[config.mk]
export PLATFORM = sky130hd
export DESIGN_NAME = wrap_tally_display
export DESIGN_NICKNAME = d
export VERILOG_FILES = /design/src/rtl/wrap_tally_display_pkg.sv /design/src/rtl/wrap_tally_display_seg7_decode.sv /design/src/rtl/wrap_tally_display.sv
export SDC_FILE = /design/constraint.sdc
export NUM_CORES = 1
export LEC_CHECK = 0
export CAP_MARGIN = 15
export CORE_MARGIN = 5
export CORE_UTILIZATION = 35
export DETAILED_ROUTE_END_ITERATION = 12
export GPL_ROUTABILITY_DRIVEN = 1
export GPL_TIMING_DRIVEN = 0
export PLACE_DENSITY = 0.59
export SLEW_MARGIN = 20
export SYNTH_ARGS = -nofsm -noshare
export SYNTH_HDL_FRONTEND = slang
export SYNTH_SLANG_ARGS = --single-unit
[constraint.sdc]
create_clock -name clk -period 2.7 [get_ports clk]
set_input_delay 0.27 -clock clk [delete_from_list [all_inputs] [get_ports clk]]
set_output_delay 0.27 -clock clk [all_outputs]
set_load 0.01 [all_outputs]
[src/rtl/wrap_tally_display_pkg.sv]
// Shared types and constants for the wrap tally display.
// Holds the count limit, BCD digit type, glyph table and BCD increment helper.
package wrap_tally_display_pkg;

    localparam logic [3:0] COUNT_MAX = 4'd10;
    localparam logic [6:0] SEG_BLANK = 7'h7F;

    typedef logic [3:0] bcd_t;

    // Active-low glyphs {g,f,e,d,c,b,a}, index = digit value
    localparam logic [9:0][6:0] GLYPH = {
        7'h10, 7'h00, 7'h78, 7'h02, 7'h12,
        7'h19, 7'h30, 7'h24, 7'h79, 7'h40
    };

    // Returns {carry_out, incremented 4-digit BCD value}
    function automatic logic [16:0] bcd_inc(input logic [15:0] v);
        logic [15:0] r;
        logic        c;
        r = v;
        c = 1'b1;
        for (int i = 0; i < 4; i++) begin
            if (c) begin
                if (v[4*i +: 4] == 4'd9) begin
                    r[4*i +: 4] = 4'd0;
                    c           = 1'b1;
                end else begin
                    r[4*i +: 4] = v[4*i +: 4] + 4'd1;
                    c           = 1'b0;
                end
            end
        end
        return {c, r};
    endfunction

endpackage

[src/rtl/wrap_tally_display_seg7_decode.sv]
// Combinational BCD nibble to active-low 7-segment glyph.
// Ports: i_nib (4-bit digit), o_seg (7-bit {g,f,e,d,c,b,a}, blank for 10..15).
module seg7_decode
    import wrap_tally_display_pkg::*;
(
    input  bcd_t       i_nib,
    output logic [6:0] o_seg
);

    always_comb begin
        o_seg = SEG_BLANK;
        case (i_nib)
            4'd0: o_seg = GLYPH[0];
            4'd1: o_seg = GLYPH[1];
            4'd2: o_seg = GLYPH[2];
            4'd3: o_seg = GLYPH[3];
            4'd4: o_seg = GLYPH[4];
            4'd5: o_seg = GLYPH[5];
            4'd6: o_seg = GLYPH[6];
            4'd7: o_seg = GLYPH[7];
            4'd8: o_seg = GLYPH[8];
            4'd9: o_seg = GLYPH[9];
            default: o_seg = SEG_BLANK;
        endcase
    end

endmodule

[src/rtl/wrap_tally_display.sv]
// Detects 10->0 wraps of a decade counter, keeps a 4-digit BCD tally with
// sticky overflow/range flags, and scans the tally onto a 4-digit display.
// Ports: clk, reset (async high), count[3:0], clear (sync), wrap_pulse,
// tally[15:0], overflow, range_err, seg[6:0] (active low), an[3:0] (active low).
module wrap_tally_display
    import wrap_tally_display_pkg::*;
#(
    parameter int SCAN_DIV = 4
) (
    input  logic        clk,
    input  logic        reset,
    input  logic [3:0]  count,
    input  logic        clear,
    output logic        wrap_pulse,
    output logic [15:0] tally,
    output logic        overflow,
    output logic        range_err,
    output logic [6:0]  seg,
    output logic [3:0]  an
);

    localparam int PW = (SCAN_DIV > 1) ? $clog2(SCAN_DIV) : 1;
    localparam logic [PW-1:0] PRESC_TC = PW'(SCAN_DIV - 1);

    logic [3:0]    r_prev_count;
    logic          r_wrap_pulse;
    logic [15:0]   r_tally;
    logic          r_overflow;
    logic          r_range_err;
    logic [PW-1:0] r_presc;
    logic [1:0]    r_sel;
    logic [3:0]    r_an;
    logic [6:0]    r_seg;

    logic          w_wrap;
    logic [16:0]   w_inc;
    logic          w_tc;
    logic [1:0]    w_sel_next;
    bcd_t          w_nib;
    logic [6:0]    w_seg_next;

    assign w_wrap     = (r_prev_count == COUNT_MAX) && (count == 4'd0);
    assign w_inc      = bcd_inc(r_tally);
    assign w_tc       = (r_presc == PRESC_TC);
    assign w_sel_next = w_tc ? r_sel + 2'd1 : r_sel;

    always_comb begin
        w_nib = r_tally[3:0];
        case (w_sel_next)
            2'd0: w_nib = r_tally[3:0];
            2'd1: w_nib = r_tally[7:4];
            2'd2: w_nib = r_tally[11:8];
            2'd3: w_nib = r_tally[15:12];
            default: w_nib = r_tally[3:0];
        endcase
    end

    seg7_decode u_dec (
        .i_nib (w_nib),
        .o_seg (w_seg_next)
    );

    always_ff @(posedge clk or posedge reset) begin
        if (reset) begin
            r_prev_count <= 4'd0;
            r_wrap_pulse <= 1'b0;
        end else begin
            r_prev_count <= count;
            r_wrap_pulse <= w_wrap;
        end
    end

    // Clear wins over increment and over a same-cycle range error
    always_ff @(posedge clk or posedge reset) begin
        if (reset) begin
            r_tally     <= 16'h0000;
            r_overflow  <= 1'b0;
            r_range_err <= 1'b0;
        end else if (clear) begin
            r_tally     <= 16'h0000;
            r_overflow  <= 1'b0;
            r_range_err <= 1'b0;
        end else begin
            if (w_wrap) begin
                r_tally <= w_inc[15:0];
                if (w_inc[16])
                    r_overflow <= 1'b1;
            end
            if (count > COUNT_MAX)
                r_range_err <= 1'b1;
        end
    end

    // seg reloads every edge so tally changes show within one clock
    always_ff @(posedge clk or posedge reset) begin
        if (reset) begin
            r_presc <= '0;
            r_sel   <= 2'd0;
            r_an    <= 4'b1110;
            r_seg   <= 7'b1000000;
        end else begin
            r_presc <= w_tc ? '0 : r_presc + PW'(1);
            r_sel   <= w_sel_next;
            r_an    <= ~(4'b0001 << w_sel_next);
            r_seg   <= w_seg_next;
        end
    end

    assign wrap_pulse = r_wrap_pulse;
    assign tally      = r_tally;
    assign overflow   = r_overflow;
    assign range_err  = r_range_err;
    assign seg        = r_seg;
    assign an         = r_an;

endmodule

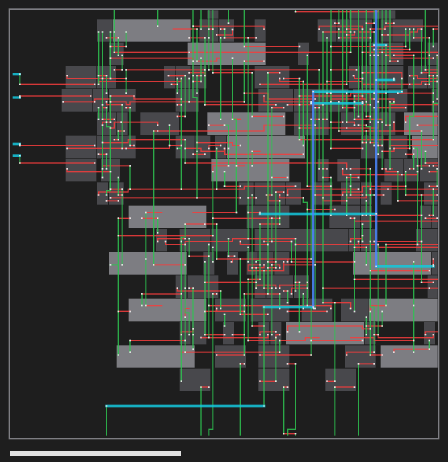
zoom.png
Bar = 20 um. Region (0, 0) to (50, 50) um. Cells in gray, sequential cells in the stronger gray; small squares are vias.
[green] met2
[cyan] met3
[blue] met4
[red] met1
cells with their middle in the window: 112
most frequent: dfrtp_1 (13), nor2_1 (12), clkdlybuf4s50_1 (11)
sequential cells in the window: 13
netlist names of flops here include: tally (11)

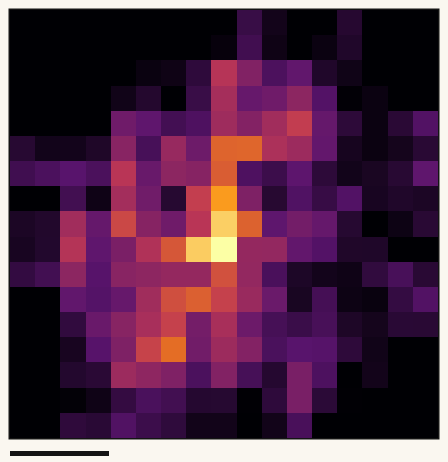
wire_density.png
Bar = 20 um. 17 x 17 tiles, from black (low) to pale yellow (high), scaled to the fullest tile. Values are wire area over tile area, all layers added.
densest ninth of the die: center
emptiest ninth of the die: upper left
nearly empty tiles: 28%
fullest tile: 0.52

==> flow_summary.ini <==
; implementation run metrics
[outcome]
status = finished clean

[synthesis]
ys_cells = 194
yosysWarnings = 0
most_common_cell = dfrtp_1
yosys.area.top_type = dfrtp_1
synth_cells = 194
ys_types = 43
edf_count = 0
top_cells_by_count = 34 x dfrtp_1, 16 x a21oi_1, 16 x nor2_1
async_reset_ff_share_pct = 100
syn_area_per_cell_sq_um = 10.5
netlist_area_sq_um = 2030
synth_chip_area_sq_um = 2030
area_leaders = dfrtp_1 42%, ha_1 7.4%, dfstp_2 5.2%
ys_ff = 38
syn-num-nets = 213
postSynthSeqShare_pct = 47.0
yosysTopAreaCellShare_pct = 41.8
ff_type = dfrtp_1

[power_and_ir_drop]
swShare_pct = 19.0
power.leakage_nw = 1.17
totalPowerFinal_mw = 1.22
maxPowerGroup = clock
pwr-share-seq_pct = 47.2
clk-power_mw = 0.601
power_frac_clock_pct = 49.4
switching_power_mw = 0.231
comb_power_share_pct = 3.4
ir_drop_mv = 0.245
power.density_nw_per_um2 = 459
seq_cell_power_mw = 0.575
internal_power_mw = 0.986
comb_cell_power_mw = 0.0412

[floorplan]
chipWidth_um = 86.2
die_area_sq_um = 7430
io_pins = 37
fp_util_pct = 36.5
dieHeight_um = 86.2
core_area_sq_um = 5570
rows = 27

[job]
warnings = 33
maxCapViolations = 0

[hold_path]
whs_path_depth = 2
hold_path_end = tally[10]$_DFFE_PP0P_
hold_class = input pin to flop
min_from = clear

[route]
first_iter_violations = 103
ant_nets = 0
via_per_inst = 5.06
drt-pass1-iter-count = 4
num_vias = 1570
drt-total-wl_um = 4410
post_drt_wl_per_cell_um = 14.2
drcViolationCount = 0

[timing]
fmax_ghz = 0.410
fin_crit_sh_pct = 90.2
setup_slack_ns = 0.263
holdWs_ns = 0.161
setup_tns_ns = 0
setup_viol = 0
tightest_slew_ns = 0.527
rsz0062_at_grt = false
relSlewSlack_pct = 64.7
hold_viol = 0
clock_skew_ns = 0.00652
finalCriticalPeriod_ns = 2.44
finalMaxSlewViolations = 0

[finish]
nets = 256
area.growth.synth_to_final_pct = 30.3
logic_area_sq_um = 990
n_fill_cell = 544
diodes = 0
regArea_sq_um = 956
largest_register_ffs = 16
final_cells = 310
drive_gt1_share_pct = 16.4

[cts]
cts_sinks = 38
clock_tree.root_cell = clkbuf_8
cts_tree = yes
insertion_delay_ns = 0.29
ctsResizeCount = 1
htree_levels = 2
clockBufferDepth = 2
cts_setup_buffers = 0
numCtsBuffers = 5
hold_buffers = 0
clk_pin_slew_ns = 0.08

[placed_design]
portBuffers = 35
dpl.cell_count = 302
dp_hpwl_um = 3140
place.gp.congestion = 0.818
pre_cts_ws_ns = 0.00727

[grt]
antenna_found_initial = 0
grt_pass1_wl_um = 7510
grt_pass1_vias = 1560
grt_use_total_pct = 12.8
grt_max_degree = 23
grt_overflow = 0

[critical_path]
required_ns = 2.91
start_kind = flop
timing.critical_path.from = r_presc[0]$_DFF_PP0_
timing.rr.start = r_presc[0]$_DFF_PP0_
cp.arrival_ns = 2.65
path_class = flop to flop
crit_end = seg[4]$_DFF_PP0_
r2r_end = seg[4]$_DFF_PP0_
rrSetupSlack_ns = 0.26
crit_fanout = 10
worstSetupEndpointType = flop
worst-r2r-cell-count = 9
-- cell usage in the layout, fill, tap and decap left out, drive strengths merged --
master	instances
a21bo	2
a21o	2
a21oi	16
a22oi	2
a2bb2oi	7
a31oi	1
and3b	2
and4bb	1
buf	6
bufinv	2
clkbuf	8
clkdlybuf4s50	35
dfrtp	34
dfstp	4
ha	12
inv	14
mux2	5
mux2i	4
nand2	13
nand2b	3
nand3	4
nand3b	1
nand4b	1
nor2	16
nor2b	4
nor3	2
nor4	1
o211a	2
o211ai	2
o21ai	6
o221a	2
o221ai	2
o22ai	2
or2	2
or3	11
or4	2
xnor2	2
xor2	3
-- routing by layer --
layer	vias up	wire length, um	GRT usage (%)
met2	33	2020	19.9
met1	762	2130	17.0
met3	6	202	3.23
met5	-	0	0
li1	769	-	-
met4	0	61	5.10
-- worst max-delay path, stage by stage (launching register included) --
cell and delay, ns:
dfrtp_1 0.39, ha_1 0.19, buf_2 0.18, nand2_1 0.12, a2bb2oi_2 0.31, a2bb2oi_2 0.35
inv_1 0.16, ha_1 0.23, mux2_2 0.27, a22oi_1 0.15
-- area by class of cell --
type / count / share of cell area [%]
clock buffers: 6 / 3.12
plain buffers: 7 / 1.56
multi-input cells: 135 / 37.3
clock inverters: 2 / 2.27
well taps: 72 / 3.40
flip-flops and latches: 38 / 36.1
inverters: 14 / 1.98
repair buffers: 36 / 14.3
-- stage by stage --
stage	utilization, %	area [sq um]
CTS	47.5	2650
floorplan	-	2030
detailed placement	44.9	2500
global route	47.5	2650
global placement	44.4	2470
finish	47.5	2650
-- cells by family after synthesis --
kind of cell	count (synthesis)	share of synthesized area [%]
buf+inv	21	4.62
mux	9	4.74
simple gates	63	17.5
compound gates	46	16.6
fa+ha+maj	12	7.38
flops	38	47.0
xor+xnor	5	2.15
Power figures rest on the tool's default switching activity, not on a simulated workload.
